==> config.mk <==
export PLATFORM = sky130hd
export DESIGN_NAME = riscv_prog_loader
export DESIGN_NICKNAME = d
export VERILOG_FILES = /design/src/rtl/riscv_loader_pkg.sv /design/src/rtl/riscv_prog_loader_timeout_ctr.sv /design/src/rtl/riscv_prog_loader.sv
export SDC_FILE = /design/constraint.sdc
export NUM_CORES = 1
export LEC_CHECK = 0
export ABC_CLOCK_PERIOD_IN_PS = 2900
export CAP_MARGIN = 20
export CORE_MARGIN = 2
export CORE_UTILIZATION = 51
export DETAILED_ROUTE_END_ITERATION = 16
export HOLD_SLACK_MARGIN = 0.02
export PLACE_DENSITY = 0.86
export SLEW_MARGIN = 20
export SYNTH_ARGS = -nofsm -noshare
export SYNTH_HDL_FRONTEND = slang
export SYNTH_SLANG_ARGS = --single-unit
export TNS_END_PERCENT = 1
==> constraint.sdc <==
create_clock -name clk -period 2.9 [get_ports clk]
set_clock_uncertainty 0.15 [all_clocks]
set_input_delay 0.435 -clock clk [delete_from_list [all_inputs] [get_ports clk]]
set_output_delay 0.435 -clock clk [all_outputs]
set_load 0.02 [all_outputs]
==> src/rtl/riscv_loader_pkg.sv <==
// Shared state encoding, error codes and core debug constants for the program loader.
package riscv_loader_pkg;

    typedef enum logic [2:0] {
        ST_LEN,
        ST_DATA,
        ST_CSUM,
        ST_START,
        ST_RUN,
        ST_DONE,
        ST_ERR
    } loader_state_e;

    localparam logic [1:0] ERR_NONE    = 2'd0;
    localparam logic [1:0] ERR_LEN     = 2'd1;
    localparam logic [1:0] ERR_CSUM    = 2'd2;
    localparam logic [1:0] ERR_TIMEOUT = 2'd3;

    localparam logic [2:0] HALT_CODE_DEFAULT = 3'b100;

endpackage

==> src/rtl/riscv_prog_loader_timeout_ctr.sv <==
// Clearable, enabled up-counter that saturates at TIMEOUT_CYCLES-1 and flags it.
module loader_timeout_ctr #(
    parameter int TIMEOUT_CYCLES = 1024
) (
    input  logic clk,
    input  logic rst,
    input  logic clr,
    input  logic en,
    output logic tc
);
    localparam int W = (TIMEOUT_CYCLES > 1) ? $clog2(TIMEOUT_CYCLES) : 1;
    localparam logic [W-1:0] LAST = W'(TIMEOUT_CYCLES - 1);

    logic [W-1:0] cnt;

    always_ff @(posedge clk or posedge rst) begin
        if (rst)
            cnt <= '0;
        else if (clr)
            cnt <= '0;
        else if (en && cnt != LAST)
            cnt <= cnt + W'(1);
    end

    assign tc = (cnt == LAST);

endmodule

==> src/rtl/riscv_prog_loader.sv <==
// Loads a framed byte stream into core instruction memory, runs the core and captures its result.
// Optional trailing XOR checksum byte enabled by defining RISCV_LOADER_CHECKSUM_EN.
module riscv_prog_loader
    import riscv_loader_pkg::*;
#(
    parameter int         ADDR_WIDTH     = 4,
    parameter int         DATA_WIDTH     = 8,
    parameter int         TIMEOUT_CYCLES = 1024,
    parameter logic [2:0] HALT_CODE      = HALT_CODE_DEFAULT
) (
    input  logic                  clk,
    input  logic                  rst,
    input  logic                  s_valid,
    input  logic [DATA_WIDTH-1:0] s_data,
    output logic                  s_ready,
    output logic                  prog_we,
    output logic [ADDR_WIDTH-1:0] prog_addr,
    output logic [DATA_WIDTH-1:0] prog_data,
    output logic                  core_hold,
    input  logic [2:0]            core_state,
    input  logic [DATA_WIDTH-1:0] core_result,
    output logic [DATA_WIDTH-1:0] result,
    output logic                  done,
    output logic                  err,
    output logic [1:0]            err_code
);
    localparam int MAX_LEN = 1 << ADDR_WIDTH;
    localparam int CW      = ADDR_WIDTH + 1;

    loader_state_e state, state_nx;
    logic [CW-1:0] len_q, idx_q;
    logic          accept, len_ok, last_byte, halted, tmo, is_len_state;

    assign is_len_state = (state == ST_LEN) || (state == ST_DONE) || (state == ST_ERR);
    // s_ready is held low while rst is asserted even though state already reads LEN
    assign s_ready   = !rst && (is_len_state || state == ST_DATA || state == ST_CSUM);
    assign accept    = s_valid && s_ready;
    assign len_ok    = (s_data != '0) && (32'(s_data) <= 32'(MAX_LEN));
    assign last_byte = (idx_q + CW'(1) == len_q);
    assign halted    = (core_state == HALT_CODE);
    assign core_hold = !((state == ST_START) || (state == ST_RUN));

`ifdef RISCV_LOADER_CHECKSUM_EN
    logic [DATA_WIDTH-1:0] csum_q;
    logic                  csum_ok;

    assign csum_ok = (s_data == csum_q);

    always_ff @(posedge clk or posedge rst) begin
        if (rst)
            csum_q <= '0;
        else if (accept && is_len_state)
            csum_q <= '0;
        else if (accept && state == ST_DATA)
            csum_q <= csum_q ^ s_data;
    end
`endif

    loader_timeout_ctr #(.TIMEOUT_CYCLES(TIMEOUT_CYCLES)) u_tmo (
        .clk (clk),
        .rst (rst),
        .clr (state == ST_START),
        .en  (state == ST_RUN),
        .tc  (tmo)
    );

    always_ff @(posedge clk or posedge rst) begin
        if (rst)
            state <= ST_LEN;
        else
            state <= state_nx;
    end

    always_comb begin
        state_nx = state;
        case (state)
            ST_LEN, ST_DONE, ST_ERR:
                if (accept) state_nx = len_ok ? ST_DATA : ST_ERR;
            ST_DATA:
                if (accept && last_byte) begin
`ifdef RISCV_LOADER_CHECKSUM_EN
                    state_nx = ST_CSUM;
`else
                    state_nx = ST_START;
`endif
                end
`ifdef RISCV_LOADER_CHECKSUM_EN
            ST_CSUM:
                if (accept) state_nx = csum_ok ? ST_START : ST_ERR;
`endif
            ST_START:
                state_nx = ST_RUN;
            ST_RUN:
                // halt wins over a timeout landing in the same cycle
                if (halted)   state_nx = ST_DONE;
                else if (tmo) state_nx = ST_ERR;
            default:
                state_nx = ST_LEN;
        endcase
    end

    always_ff @(posedge clk or posedge rst) begin
        if (rst) begin
            len_q     <= '0;
            idx_q     <= '0;
            prog_we   <= 1'b0;
            prog_addr <= '0;
            prog_data <= '0;
            result    <= '0;
            done      <= 1'b0;
            err       <= 1'b0;
            err_code  <= ERR_NONE;
        end else begin
            prog_we <= 1'b0;
            case (state)
                ST_LEN, ST_DONE, ST_ERR:
                    if (accept) begin
                        done     <= 1'b0;
                        len_q    <= s_data[CW-1:0];
                        idx_q    <= '0;
                        err      <= !len_ok;
                        err_code <= len_ok ? ERR_NONE : ERR_LEN;
                    end
                ST_DATA:
                    if (accept) begin
                        prog_we   <= 1'b1;
                        prog_addr <= idx_q[ADDR_WIDTH-1:0];
                        prog_data <= s_data;
                        idx_q     <= idx_q + CW'(1);
                    end
`ifdef RISCV_LOADER_CHECKSUM_EN
                ST_CSUM:
                    if (accept && !csum_ok) begin
                        err      <= 1'b1;
                        err_code <= ERR_CSUM;
                    end
`endif
                ST_RUN:
                    if (halted) begin
                        result <= core_result;
                        done   <= 1'b1;
                    end else if (tmo) begin
                        err      <= 1'b1;
                        err_code <= ERR_TIMEOUT;
                    end
                default: ;
            endcase
        end
    end

endmodule

### Cell classes on the final placement, run 1

Scale bar: 20 um.
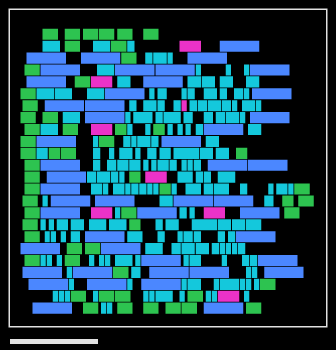
- other buffers and delay cells: green (cells 56; share of their area 18%)
- combinational and other logic: cyan (cells 183; share of their area 38%)
- clock drivers and dummy loads: magenta (cells 8; share of their area 3.4%)
- flops: blue (cells 47; share of their area 40%)

### Routing congestion map, run 1

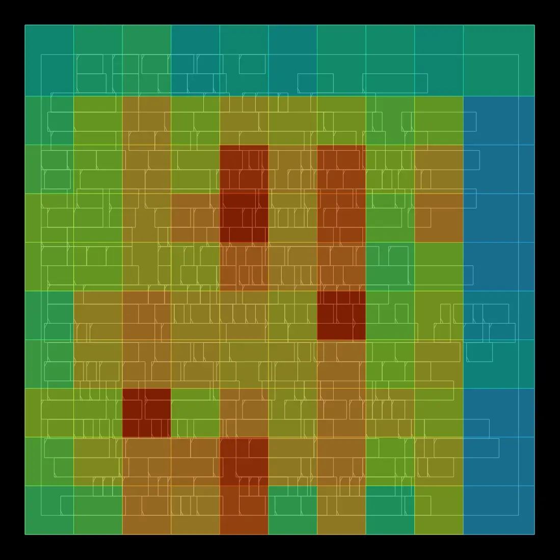
global router's overall resource usage: 0.220
met1 usage: 0.312

==> Changelog: implementation, run 1 <==
## Flow update

* Layout cells sized above 1 at 0.116
* Met2 wire len at 2.30 mm
* FP Util at 0.537
* Fillers at 341
* Cell family with most CP delay: simple AND/OR/NAND/NOR gates
* Slew HR at 0.614
* Static leakage at 0.00133 uW
* Hold Vio Cnt, Final at 0
* Most numerous logic cells after layout: 52 x nand2_1, 48 x clkdlybuf4s50_1, 47 x dfrtp_1, 18 x nor2_1, 13 x mux2_2
* DRC at 0
* CP bufs+invs at 1
* Arrival time at the worst endpoint at 2100 ps
* Mapped Cells at 244
* Vias at 1,915
* Cell area leaders: dfrtp_1 50%, nand2_1 8.2%, mux2_2 6.2%, xnor2_1 3.0%, xor2_1 3.0%
* Setup violations, final at 0
* Worst Tran Pin Value at 579 ps
* GPL Wtd Cong at 0.905
* Core Util, Final at 0.680
* I/O Buffers at 48
* Max_cap viols at 0
* Area share, top type at 0.496
* Crit-path cells: or3b_1 > o21ai_2 > nor2_1 > clkdlybuf4s50_1
* Final hold slack at 332 ps
* Initial antenna violation count at 0
* Postcts setup bufs at 0
* WL/cell at 14.9 um
* Die X at 72.2 um
* Die ar. at 5210 um2
* Worst-path clk slew at 80 ps
* Nets at 317
* Fraction of registers with async set/reset at 1.00
* Clock insertion delay at the later pin of the skew report at 300 ps
* Yosys reg bits at 47
* Core Region at 4410 um2
* HP Start: prog_data[3]
* Critical-path cell with the highest stage delay: or3b_1
* Mapped Area at 2370 um2
* Clock Tree Root: clkbuf_8
* Dominant flop cell: dfrtp_1
* WS Path Type: reg2out
* TritonCTS buffer count at 5
* Yosys synthesis chip area at 2370 um2
* Worst hold stages at 2
* Max Clock Freq at 373 MHz
* Worst-path maximum fanout at 11
* CP Launch Type: register
* I/O Pins at 49
* FP Rows at 24
* Max-slew violations at 0
* CP Capture Type: primary output
* Reg-to-reg slack, setup at 590 ps
* Post-synth top area cell: dfrtp_1
* Worst Hold Class: reg2reg
* Top layer in use: met4
* Post-Syn Area per Cell at 9.72 um2
* Vias in the first global route at 1,894
* PwrDens at 939 nW/um2
* Worst reg2reg path depth at 5
* Status: finished, final reports clean
* Crit-path max cell delay at 560 ps
* Final critical-path required period at 2680 ps
* Final Cycle Share at 0.925
* Seq share, synth at 0.496
* Total wire length at 5.14 mm
* FF-to-FF Start: state[1]
* Post-CTS resize count at 0
* Yosys warning tally at 0
* Placed cell count at 338
* CP required at 2320 ps
* Largest net degree at the start of global routing at 48
* Violation count after the first detailed-route iteration at 183
* Setup TNS after final layout at 0 ps
* Count of tool warnings at 26
* Unrepaired setup endpoints after global routing: no
### Logic cells by family, run 1

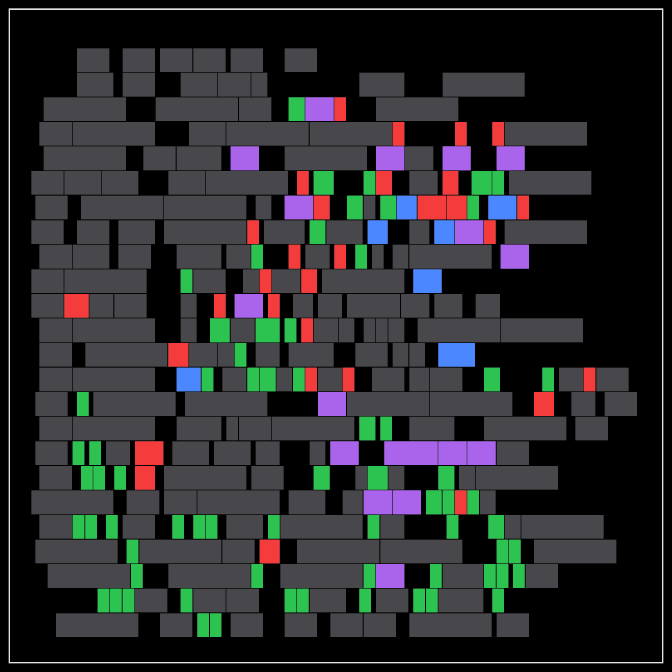
- NOR gates: red (cells 30; most used nor2_1)
- AND and OR gates: blue (cells 7; most used and3_1)
- NAND gates: green (cells 68; most used nand2_1; where all over the die)
- XOR/XNOR gates: purple (cells 17)
filler-free cell count of the finished design: 346
most numerous logic cell after layout: nand2_1
fraction of standard cell area in multi-input logic: 0.365

[run 1: sequential cells by signal, indices dropped and copies added (netlist names), 2 cells and up]
register	cells
idx_q	5
err_code	2
result	8
state	3
u_tmo.cnt	10
prog_data	8
prog_addr	4
len_q	5
[run 1: cell type report]
class,count,area (um2),share of cell area
inverters,6,26.3,0.00875
clock buffers,8,100,0.0333
multi-input cells,177,1090,0.365
well taps,52,65.1,0.0217
flip-flops and latches,47,1180,0.392
repair buffers,56,541,0.180
[run 1: cells by family (layout without fill, tap and decap cells)]
logic type	count (synthesis)	in the layout	share of synthesized area
adders and majority gates	4	4	0.0190
DFF	47	47	0.496
AOI/OAI and AO/OA	35	35	0.0992
xor gates and xnor gates	17	17	0.0660
buffers and inverters	20	70	0.0422
and+or+nand+nor	105	105	0.203
muxes	16	16	0.0744
[run 1: where the power goes]
| group | internal [uW] | leakage, uW | total [uW] | switching [uW] |
|---|---|---|---|---|
| clock network | 218 | 0.0000515 | 426 | 208 |
| registers | 882 | 0.000600 | 1080 | 195 |
| logic | 639 | 0.000677 | 1320 | 678 |
[run 1: how the worst max path moves through the flow]
stage | cells after the start | slack, ps | to | startpoint
after CTS | 4 | 230 | s_ready | state[1]
after floorplan | 5 | 520 | state[1] | rst
after global routing | 4 | 130 | s_ready | state[1]
after global placement | 7 | 490 | state[2] | s_data[4]
after detailed placement | 7 | 410 | state[1] | s_data[0]
final | 4 | 220 | s_ready | state[1]
[run 1: through the flow]
step	cell area (um2)	total power [uW]	worst slack, ps
global route	3000	3010	130
CTS	3000	2830	235
global placement	2900	2360	494
detailed placement	2900	2400	414
finish	3000	2820	218
floorplan	2370	1910	521
[run 1: metal layers]
metal,up-vias,track usage
li1,935,-
met4,0,0.0818
met2,71,0.327
met5,-,0
met1,895,0.312
met3,14,0.0542
### Clock network drawn from the DEF, run 1

Scale bar: 20 um.
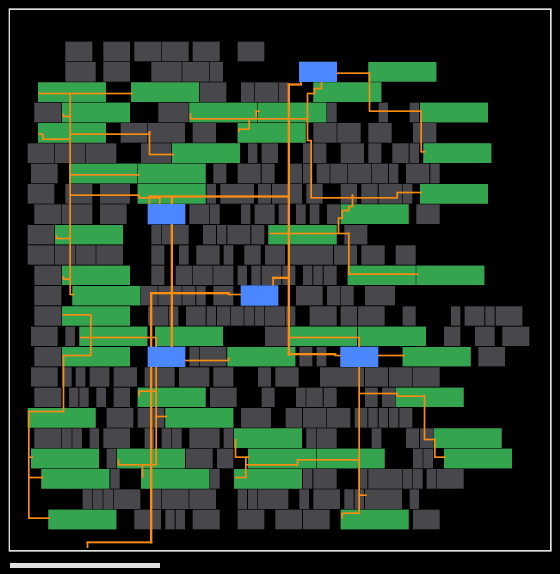

--- run 2 (diff from run 1) ---
--- a/config.mk
+++ b/config.mk
@@ -8,12 +8,12 @@
 export ABC_CLOCK_PERIOD_IN_PS = 2900
 export CAP_MARGIN = 20
 export CORE_MARGIN = 2
-export CORE_UTILIZATION = 51
+export CORE_UTILIZATION = 53
+export CTS_BUF_LIST = sky130_fd_sc_hd__clkbuf_8
 export DETAILED_ROUTE_END_ITERATION = 16
 export HOLD_SLACK_MARGIN = 0.02
-export PLACE_DENSITY = 0.86
+export PLACE_DENSITY = 0.88
 export SLEW_MARGIN = 20
 export SYNTH_ARGS = -nofsm -noshare
 export SYNTH_HDL_FRONTEND = slang
 export SYNTH_SLANG_ARGS = --single-unit
-export TNS_END_PERCENT = 1
### Clock network drawn from the DEF, run 2

Scale bar: 20 um.
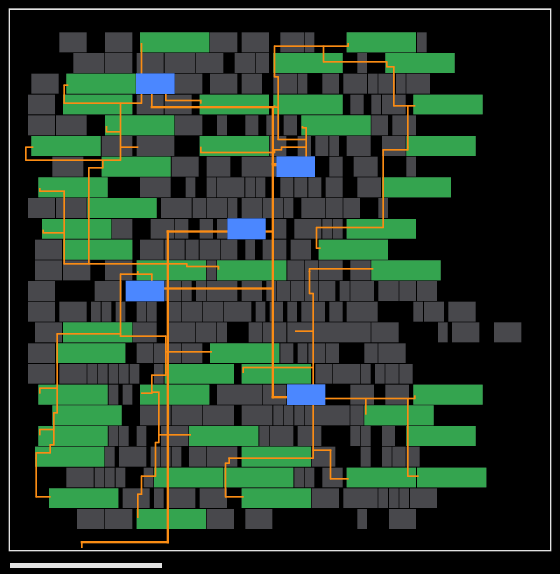
- clock wires: orange (length 555 um)
- flip-flops: green (count 47)
- clock drivers: blue (count 5)
- routed clock nets: 6
Clock Power: 501 uW
clock insertion delay at the later pin of the skew report: 300 ps
clock share of power: 0.173

==> run 2 against run 1 <==
Combinational power barely moved. Design area rose by 0.58%. Die size fell by 3.6%. Via count rose by 1.5%. Setup slack got worse by 15 ps. Sequential power barely moved. Critical path type unchanged.
==> Changelog: implementation, run 2 <==
## Flow update

* Psw at 1100 uW (was 1080 uW)
* Max_cap viols at 0 (unchanged)
* Post-Syn Area per Cell at 9.72 um2 (unchanged)
* DRC at 0 (unchanged)
* Postcts setup bufs at 0 (unchanged)
* Placed Area at 2900 um2 (unchanged)
* Worst Tran Pin Value at 569 ps (was 579 ps)
* Slew HR at 0.621 (was 0.614)
* Yosys reg bits at 47 (unchanged)
* WL/cell at 15.1 um (was 14.9 um)
* Final critical-path required period at 2700 ps (was 2680 ps)
* Yosys synthesis chip area at 2370 um2 (unchanged)
* Seq share, synth at 0.496 (unchanged)
* Total wire length at 5.22 mm (was 5.14 mm)
* Mapped Cells at 244 (unchanged)
* Vias in the first global route at 1,887 (was 1,894)
* Biggest register: u_tmo.cnt (unchanged)
* GPL Wtd Cong at 0.850 (was 0.905)
* Fillers at 327 (was 341)
* I/O Buffers at 48 (unchanged)
* Largest net degree at the start of global routing at 48 (unchanged)
* Top flop regs: u_tmo.cnt x10, prog_data x8, result x8 (unchanged)
* Layout cells sized above 1 at 0.119 (was 0.116)
* CP Capture Type: primary output (unchanged)
* Core Region at 4320 um2 (was 4410 um2)
* Static leakage at 0.00134 uW (was 0.00133 uW)
* Status: finished, final reports clean (unchanged)
* Post-synthesis simple-gate area fraction at 0.203 (unchanged)
* TritonCTS buffer count at 5 (unchanged)
* Die X at 70.9 um (was 72.2 um)
* Top logic family: simple AND/OR/NAND/NOR gates (unchanged)
* Final hold slack at 334 ps (was 332 ps)
* Aoi share at 0.0992 (unchanged)
* Unrepaired setup endpoints after global routing: no (unchanged)
* Max reg flops at 10 (unchanged)
* FP Rows at 24 (unchanged)
* Vias at 1,944 (was 1,915)
* Area share, top type at 0.496 (unchanged)
* WS Path Type: reg2out (unchanged)
* Dominant flop cell: dfrtp_1 (unchanged)
### Logic cells by family, run 2

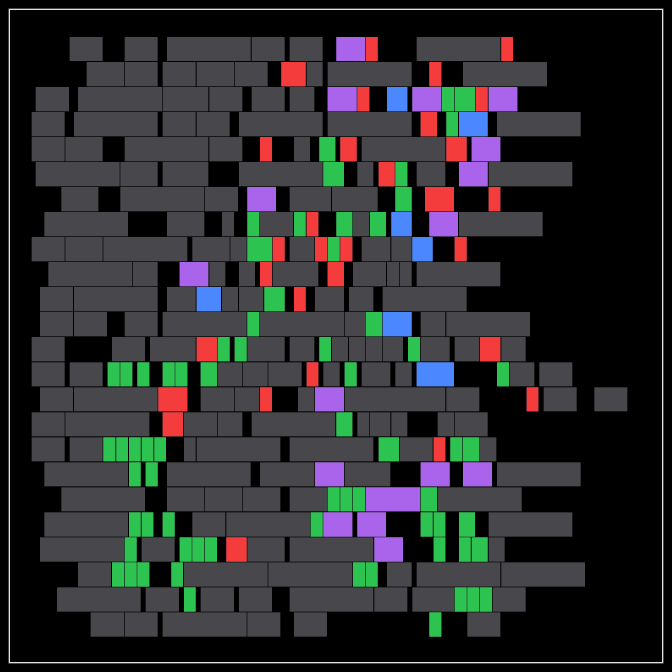
- NAND gates: green (cells 68; most used nand2_1)
- AND and OR gates: blue (cells 7; most used and3_1)
- NOR gates: red (cells 30; most used nor2_1)
- XOR/XNOR gates: purple (cells 17)

## run 2: power groups by stage
stage               Combinational [uW]  Sequential, uW  Clock [uW]
floorplan                          724            1190           0
global placement                  1280            1070           0
detailed placement                1320            1080           0
CTS                               1330            1070         508
global route                      1430            1110         528
finish                            1320            1080         501
## run 2: cell type report
class / count / area [um2] / area share
repair buffers: 56 / 541 / 0.179
well taps: 52 / 65.1 / 0.0215
inverters: 6 / 26.3 / 0.00870
clock buffers: 6 / 82.6 / 0.0273
clock inverters: 2 / 35.0 / 0.0116
multi-input cells: 177 / 1090 / 0.362
flip-flops and latches: 47 / 1180 / 0.389
## run 2: final timing paths
check	startpoint	to	slack (ps)	depth (start not counted)
worst max-delay path	state[1]	s_ready	200	4
worst min-delay path	prog_data[1]	prog_data[1]	330	2
worst max register to register	state[1]	state[1]	550	5
worst min register to register	prog_data[1]	prog_data[1]	330	2
max in group asynchronous	rst	prog_data[0]	1650	3
min in group asynchronous	rst	prog_addr[1]	560	3
## run 2: critical path, cell delays in order (launching register included)
cell	delay [ps]
dfrtp_1	520
or3b_1	570
o21ai_2	130
nor2_1	60
clkdlybuf4s50_1	530
## run 2: stage by stage
| stage | util | std cells | power [uW] |
|---|---|---|---|
| 3_5_place_dp | 0.671 | 338 | 2400 |
| 4_1_cts | 0.698 | 346 | 2910 |
| 2_1_floorplan | - | 244 | 1910 |
| 3_3_place_gp | 0.671 | 338 | 2350 |
| 6_report | 0.698 | 346 | 2900 |
| 5_1_grt | 0.698 | 346 | 3080 |
## run 2: metal layers
layer / wire, um / track usage / part of all wire / up-vias
li1: - / - / - / 931
met1: 2230 / 0.309 / 0.43 / 935
met2: 2570 / 0.361 / 0.49 / 65
met3: 296 / 0.0513 / 0.057 / 13
met4: 126 / 0.0922 / 0.024 / 0
met5: 0 / 0 / 0 / -
### Sequential cells colored by netlist name, run 2

Scale bar: 20 um.
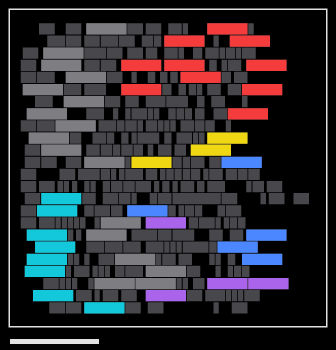

--- run 3 (diff from run 2) ---
--- a/config.mk
+++ b/config.mk
@@ -9,7 +9,7 @@
 export CAP_MARGIN = 20
 export CORE_MARGIN = 2
 export CORE_UTILIZATION = 53
-export CTS_BUF_LIST = sky130_fd_sc_hd__clkbuf_8
+export CTS_BUF_LIST = sky130_fd_sc_hd__clkbuf_4
 export DETAILED_ROUTE_END_ITERATION = 16
 export HOLD_SLACK_MARGIN = 0.02
 export PLACE_DENSITY = 0.88
### Sequential cells colored by netlist name, run 3

Scale bar: 20 um.
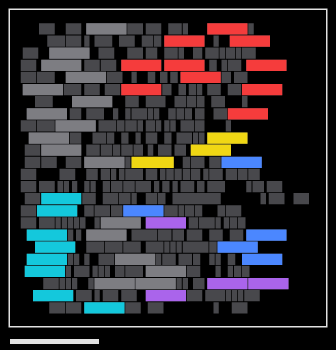
- `idx_q`: blue (flops 5)
- `prog_addr`: purple (flops 4; where bottom middle)
- `prog_data`: cyan (flops 8; where bottom left)
- `state`: yellow (flops 3)
- `u_tmo.cnt`: red (flops 10)
- not colored: 17

### Logic cells by family, run 3

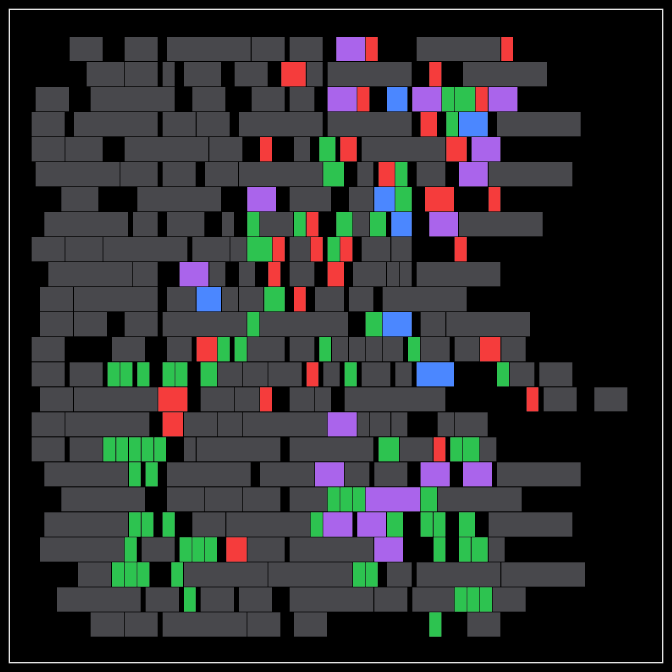
- NAND gates: green (cells 68; most used nand2_1)
- AND and OR gates: blue (cells 7; most used and3_1)
- NOR gates: red (cells 30; most used nor2_1)
- XOR/XNOR gates: purple (cells 17)
fraction of standard cell area in multi-input logic: 0.367

==> run 3 against run 2 <==
Count of clock-buffer cells in the layout shrank 1. Clock power shrank 22%. Sequential share of layout area grew 0.57 points. Wire length grew 1.1%. Critical path depth is the same. Combinational power is essentially flat. Sequential cell count is the same. Synthesized cell count is the same. Maximum frequency shrank 1.5%. Largest cell class unchanged. Largest power group unchanged.
==> Changelog: implementation, run 3 <==
## Flow update

* Vias in the first global route at 1,898 (was 1,887)
* Cell family with most CP delay: simple AND/OR/NAND/NOR gates (unchanged)
* CP Launch Type: register (unchanged)
* PwrDens at 938 nW/um2 (was 960 nW/um2)
* Nets at 317 (unchanged)
* Most Crowded Layer GR: met2 (unchanged)
* Cell area leaders: dfrtp_1 50%, nand2_1 8.2%, mux2_2 6.2%, xnor2_1 3.0%, xor2_1 3.0% (unchanged)
* Status: finished, final reports clean (unchanged)
* WS Path Type: reg2out (unchanged)
* Met3 Track Usage GR at 0.0385 (was 0.0513)
* Comb pwr at 1330 uW (was 1320 uW)
* Clock share of power at 0.140 (was 0.173)
* I/O Pins at 49 (unchanged)
* Met1 usage at 0.310 (was 0.309)
* Fillers at 336 (was 327)
* Yosys synthesis chip area at 2370 um2 (unchanged)
* Critical-path cell with the highest stage delay: or3b_1 (unchanged)
* Logic pwr share at 0.476 (was 0.456)
* Clock Power at 391 uW (was 501 uW)
* Placed Area at 2900 um2 (unchanged)
* Final critical-path required period at 2740 ps (was 2700 ps)
* Final instance area at 2980 um2 (was 3020 um2)
* Worst Hold Class: reg2reg (unchanged)
* Clock insertion delay at the later pin of the skew report at 360 ps (was 300 ps)
* Die X at 70.9 um (unchanged)
* Worst reg2reg path depth at 6 (was 5)
* TritonCTS buffer count at 5 (unchanged)
* Worst-path clk slew at 140 ps (was 90 ps)
* Max-slew violations at 0 (unchanged)
* Setup violations, final at 0 (unchanged)
* Met2 usage at 0.362 (was 0.361)
* FP Rows at 24 (unchanged)
* Global router's overall resource usage at 0.228 (was 0.229)
* Yosys warning tally at 0 (unchanged)
* Max_cap viols at 0 (unchanged)
* Initial antenna violation count at 0 (unchanged)
* Biggest register: u_tmo.cnt (unchanged)
* Seq pwr at 1080 uW (about the same)
* Mapped Cells at 244 (unchanged)
* Yosys reg bits at 47 (unchanged)
* Crit-path max cell delay at 570 ps (about the same)
* Most numerous logic cells after layout: 52 x nand2_1, 48 x clkdlybuf4s50_1, 46 x dfrtp_1, 18 x nor2_1, 13 x mux2_2 (was 52 x nand2_1, 48 x clkdlybuf4s50_1, 47 x dfrtp_1, 18 x nor2_1, 13 x mux2_2)
* Total wire length at 5.28 mm (was 5.22 mm)
* Top pwr grp: combinational logic (unchanged)
* Area share, top type at 0.496 (unchanged)
## run 3: cell counts after synthesis
No cell type changed its count.
## run 3: cell type report
| type | instances | area (um2) | share of cell area |
|---|---|---|---|
| clock inverter | 3 | 38.8 | 0.0130 |
| multi-input combinational | 177 | 1090 | 0.367 |
| sequential | 47 | 1180 | 0.395 |
| inverter | 6 | 26.3 | 0.00882 |
| clock buffer | 5 | 37.5 | 0.0126 |
| tap | 52 | 65.1 | 0.0218 |
| timing repair buffer | 56 | 541 | 0.181 |
## run 3: logic make-up (layout without fill, tap and decap cells)
group,Yosys count,in the layout,synth area share
AND-OR/OR-AND,35,35,0.0992
XOR/XNOR,17,17,0.0660
adder cells (fa/ha/maj),4,4,0.0190
buffers and inverters,20,70,0.0422
AND/OR/NAND/NOR,105,105,0.203
flip-flops,47,47,0.496
multiplexers,16,16,0.0744
## run 3: repair_timing
item,4_1_cts,5_1_grt
setup endpoints to repair,0,1
hold endpoints to repair,0,0
setup buffers,0,0
gates resized,0,1
## run 3: routing by layer
layer	vias up	part of all wire	wire length [um]
met4	0	0.024	127
met3	14	0.056	295
met1	950	0.44	2300
li1	927	-	-
met5	-	0	0
met2	75	0.48	2560
## run 3: stage by stage
step	setup slack [ps]	power, uW	std cells	utilization
final	160	2800	346	0.689
after global routing	55.5	2970	346	0.689
after CTS	124	2790	346	0.689
after detailed placement	402	2400	338	0.671
after global placement	492	2350	338	0.671
after floorplan	521	1910	244	-
## run 3: path summary, 6_finish.rpt
| kind | start | end | slack (ps) |
|---|---|---|---|
| max | state[0] | s_ready | 160 |
| min | prog_data[1] | prog_data[1] | 340 |
| max reg2reg | idx_q[0] | state[1] | 550 |
| min reg2reg | prog_data[1] | prog_data[1] | 340 |
| max in group asynchronous | rst | state[1] | 1690 |
| min in group asynchronous | rst | prog_addr[2] | 480 |
Power and IR drop assume default switching activity.
